**src/rtl/calc_pkg.sv**
```systemverilog
// Shared encodings and default widths for the calculator sequencer.
// Latency: n/a (types and constants only).
// Backpressure: n/a.
package calc_pkg;

    localparam int DW_DEF      = 6;
    localparam int RW_DEF      = 10;
    localparam int NUM_OPS_DEF = 6;
    localparam int MODE_W      = 2;
    localparam int NUM_MODES   = 4;

    typedef enum logic [1:0] {
        ST_LOAD = 2'd0,
        ST_WAIT = 2'd1,
        ST_OUT  = 2'd2
    } state_t;

endpackage

```
**src/rtl/calc_mask_pick.sv**
```systemverilog
// Finds the lowest set mask bit at or above index start; none=1 when no such bit exists.
// Latency: combinational.
// Backpressure: none.
module calc_mask_pick
    import calc_pkg::*;
(
    input  logic [NUM_MODES-1:0] mask,
    input  logic [MODE_W:0]      start,
    output logic [MODE_W-1:0]    idx,
    output logic                 none
);

    always_comb begin
        idx  = '0;
        none = 1'b1;
        // Scan downwards so the lowest qualifying bit is the one that sticks.
        for (int i = NUM_MODES - 1; i >= 0; i--) begin
            if (mask[i] && (i >= int'(start))) begin
                idx  = MODE_W'(i);
                none = 1'b0;
            end
        end
    end

endmodule

```
**src/rtl/calc_seq_ctrl.sv**
```systemverilog
// Loads NUM_OPS operands, steps calc_mode through the selected modes and streams results; CALC_SEQ_BATCH_CNT_EN adds batch_cnt.
// Latency: res_valid rises CALC_LAT cycles after the last operand handshake, then per mode.
// Backpressure: in_ready only in LOAD; results held indefinitely until res_ready.
module calc_seq_ctrl
    import calc_pkg::*;
#(
    parameter int DW       = DW_DEF,
    parameter int RW       = RW_DEF,
    parameter int NUM_OPS  = NUM_OPS_DEF,
    parameter int CALC_LAT = 1
) (
    input  logic                    clk,
    input  logic                    rst_n,
    input  logic                    in_valid,
    output logic                    in_ready,
    input  logic [DW-1:0]           in_data,
    input  logic [NUM_MODES-1:0]    mode_mask,
    output logic [NUM_OPS*DW-1:0]   calc_n,
    output logic [MODE_W-1:0]       calc_mode,
    input  logic [RW-1:0]           calc_out,
    output logic                    res_valid,
    input  logic                    res_ready,
    output logic [RW-1:0]           res_data,
    output logic [MODE_W-1:0]       res_mode,
    output logic                    res_last,
    output logic                    busy
`ifdef CALC_SEQ_BATCH_CNT_EN
    ,
    output logic [7:0]              batch_cnt
`endif
);

    localparam int          CNT_W     = (NUM_OPS > 1) ? $clog2(NUM_OPS) : 1;
    localparam logic [3:0]  WAIT_LAST = 4'(CALC_LAT - 1);

    state_t               state_q, state_d;
    logic [CNT_W-1:0]     cnt_q;
    logic [3:0]           wait_q;
    logic [NUM_MODES-1:0] mask_q;

    logic                 in_hs, last_op, res_hs, wait_done;
    logic [MODE_W-1:0]    first_idx, nxt_idx;
    logic                 first_none, nxt_none;

    assign in_ready  = (state_q == ST_LOAD);
    assign busy      = (state_q != ST_LOAD);
    assign in_hs     = in_valid && in_ready;
    assign last_op   = in_hs && (cnt_q == CNT_W'(NUM_OPS - 1));
    assign res_hs    = res_valid && res_ready;
    assign wait_done = (state_q == ST_WAIT) && (wait_q == WAIT_LAST);

    // First pick looks at the live mask; later steps use the latched one.
    calc_mask_pick u_pick_first (
        .mask  (mode_mask),
        .start ('0),
        .idx   (first_idx),
        .none  (first_none)
    );

    calc_mask_pick u_pick_next (
        .mask  (mask_q),
        .start ({1'b0, calc_mode} + 3'd1),
        .idx   (nxt_idx),
        .none  (nxt_none)
    );

    always_ff @(posedge clk or negedge rst_n) begin
        if (!rst_n) state_q <= ST_LOAD;
        else        state_q <= state_d;
    end

    always_comb begin
        state_d = state_q;
        case (state_q)
            ST_LOAD: if (last_op && !first_none) state_d = ST_WAIT;
            ST_WAIT: if (wait_done)              state_d = ST_OUT;
            ST_OUT:  if (res_hs)                 state_d = res_last ? ST_LOAD : ST_WAIT;
            default:                             state_d = ST_LOAD;
        endcase
    end

    always_ff @(posedge clk or negedge rst_n) begin
        if (!rst_n) begin
            cnt_q     <= '0;
            wait_q    <= '0;
            mask_q    <= '0;
            calc_n    <= '0;
            calc_mode <= '0;
            res_valid <= 1'b0;
            res_data  <= '0;
            res_mode  <= '0;
            res_last  <= 1'b0;
        end else begin
            if (in_hs) begin
                calc_n[cnt_q*DW +: DW] <= in_data;
                cnt_q <= last_op ? '0 : cnt_q + 1'b1;
            end
            if (last_op) begin
                mask_q <= mode_mask;
                if (!first_none) begin
                    calc_mode <= first_idx;
                    wait_q    <= '0;
                end
            end
            if (state_q == ST_WAIT) begin
                wait_q <= wait_q + 1'b1;
                if (wait_done) begin
                    res_data  <= calc_out;
                    res_mode  <= calc_mode;
                    res_last  <= nxt_none;
                    res_valid <= 1'b1;
                end
            end
            if (res_hs) begin
                res_valid <= 1'b0;
                if (res_last) begin
                    res_last <= 1'b0;
                end else begin
                    calc_mode <= nxt_idx;
                    wait_q    <= '0;
                end
            end
        end
    end

`ifdef CALC_SEQ_BATCH_CNT_EN
    always_ff @(posedge clk or negedge rst_n) begin
        if (!rst_n)                 batch_cnt <= '0;
        else if (res_hs && res_last) batch_cnt <= batch_cnt + 8'd1;
    end
`endif

endmodule

```
**config.mk**
```make
export PLATFORM = sky130hd
export DESIGN_NAME = calc_seq_ctrl
export DESIGN_NICKNAME = d
export VERILOG_FILES = /design/src/rtl/calc_pkg.sv /design/src/rtl/calc_mask_pick.sv /design/src/rtl/calc_seq_ctrl.sv
export SDC_FILE = /design/constraint.sdc
export NUM_CORES = 1
export LEC_CHECK = 0
export CORE_AREA = 5 5 151 117
export CTS_CLUSTER_DIAMETER = 50
export DETAILED_ROUTE_END_ITERATION = 10
export DIE_AREA = 0 0 156 122
export SLEW_MARGIN = 25
export SYNTH_ARGS = -nofsm -noshare
export SYNTH_HDL_FRONTEND = slang
export SYNTH_SLANG_ARGS = --single-unit
```
**constraint.sdc**
```tcl
create_clock -name clk -period 5 [get_ports clk]
set_input_delay 0.5 -clock clk [delete_from_list [all_inputs] [get_ports clk]]
set_output_delay 0.5 -clock clk [all_outputs]
set_load 0.02 [all_outputs]
```
m2.png
Cells faint in the background.
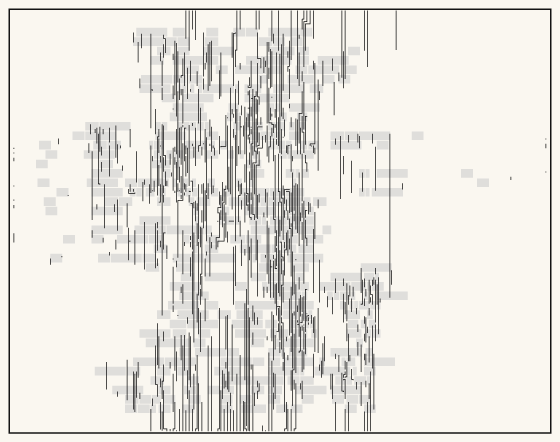
main direction: vertical
nets with wire on the layer: 396
share of all routed wire: 47%
via count: 2922
drt total wl: 10000 um
GRT met2 Usage: 16.9%

placed.png
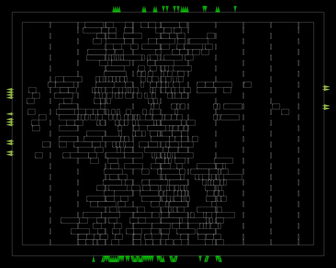
FILL cells: 1626
Final Util: 30.4%
Seq/total area: 32.4%

[stage by stage]
stage	hold WS [ns]	instances	setup WS (ns)
5_1_grt	0.437	647	1.26
2_1_floorplan	0.204	347	1.57
3_5_place_dp	0.486	631	1.46
4_1_cts	0.383	647	1.46
3_3_place_gp	0.480	631	1.66
6_report	0.331	647	1.44
[area by class of cell]
type,instances,share of cell area (%)
multi-input cells,254,38.2
flip-flops and latches,64,32.4
repair buffers,82,16.3
well taps,215,5.45
clock buffers,12,5.40
inverters,16,1.22
clock inverters,4,1.04
[cell families after synthesis]
family | after synthesis
flip-flops | 64
AND/OR/NAND/NOR | 111
XOR/XNOR | 8
adder cells (fa/ha/maj) | 11
AND-OR/OR-AND | 72
multiplexers | 52
buffers and inverters | 29
==> impl_metrics.ini <==
; synthesis and place-and-route metrics
[logic_synthesis]
ys_sh_xor_pct = 2.68
top_cells_by_count = dfrtp_1 (64), mux2_2 (44), nand2_1 (24), o21ai_0 (24), nor2_1 (22)
ys_chip_area_um2 = 3600
ys_cells = 347
post-synth-top-area-cell = dfrtp_1
synth.yosys.warnings = 0
ys_sh_simple_pct = 16.7
synthArstFlopShare_pct = 100
synth_flops = 64
ys_types = 53
synth_area_um2 = 3600
most_common_cell = dfrtp_1
top_logic_kind = simple AND/OR/NAND/NOR gates
ff_type = dfrtp_1
yosys-top-cells-area = dfrtp_1 (45%), mux2_2 (14%), ha_1 (3.5%)
mux_share_pct = 16.1
floorplan.nets = 382
edf_count = 0

[grt]
grt.total_usage_pct = 10.9
grt_busiest_layer = met2
grt_use_met1_pct = 15.1
antenna_found_initial = 0
grt_pass1_wl_um = 16600
grt_pass1_vias = 3038

[critical_path]
crit_cells = 9
crit_type = flip-flop to flip-flop
crit_family = adder cells
crit_path_end_kind = flip-flop
crit_end = calc_n[15]$_DFFE_PN0P_
path_cells = inv_1, fa_1, xnor2_4, nor2_1, ha_1, inv_1, or3_1, nor3_1, mux2_2
critPathLaunchType = flip-flop
cpMostUsedCell = inv_1
r2r-start = cnt_q[2]$_DFFE_PN0P_
required_ns = 5.22
slowest_stage = dfrtp_1
timing.reg2reg.setup_slack_ns = 1.44
crit_path_start = cnt_q[2]$_DFFE_PN0P_
crit_path_max_fanout = 9
ff2ff_path_depth = 9
critical_path_buf_inv_count = 2
cpPeakStageDelay_ns = 0.54
cp.arrival_ns = 3.78

[job]
maxCapViolCount = 0
warnings = 33

[clock_tree]
clock_latency_ns = 0.33
numCtsBuffers = 9
h-tree-depth = 3
root_buffer = clkbuf_16
cts_resized = 0
post_cts_buffers = 0
clk_pin_slew_ns = 0.05
cts_tree = yes
cts_hold_buf = 0
numClockSinks = 64

[detailed_routing]
drc = 0
vias_per_cell = 4.52
first_pass_iters = 4
routed.top_layer = met4
wl_met1_um = 4660
met3_length_um = 483
drt.antenna.violating_nets = 0
wl_met2_um = 4750
first_iter_violations = 288
wl_per_cell_um = 15.5

[placed_design]
dp_hpwl_um = 7460
gp_congestion = 0.902
port_buffers = 77
postPlaceCellArea_um2 = 4620

[final_layout]
largest_reg_flops = 36
reg_top3 = calc_n (36), res_data (10), wait_q (4)
regArea_um2 = 1600
regMostFlops = calc_n
final_cell_mix = clkdlybuf4s50_1 (76), dfrtp_1 (64), mux2_2 (44)
diodes = 0
stdcell_area_um2 = 4940
area_growth_pct = 37.2
drive_gt1_share_pct = 18.5
logic_area_um2 = 1890

[power_and_ir_drop]
p_int_uw = 2090
irDropWorstVdd_v = 0.000261
clk-power_uw = 659
swShare_pct = 45.9
power.group.top = combinational cells
seqPwrFrac_pct = 22.5
comb-power_uw = 2330
p_leak_uw = 0.00202
power_uw = 3850
p_seq_uw = 868

[final_timing]
grt_setup_unrepaired = false
max_clock_freq_mhz = 281
period_used_pct = 71.2
skew_ns = 0.00273
worst_pin_slew_ns = 0.822
setup_tns_ns = 0
relSlewSlack_pct = 45.2
hold_viol = 0
drv_slew = 0

[die]
rows = 41
die-width_um = 156
io-pin-count = 78
dieHeight_um = 122
die-area_um2 = 19000

[run_status]
status = completed

[min_path]
hold_class = input pin to asynchronous set/reset pin
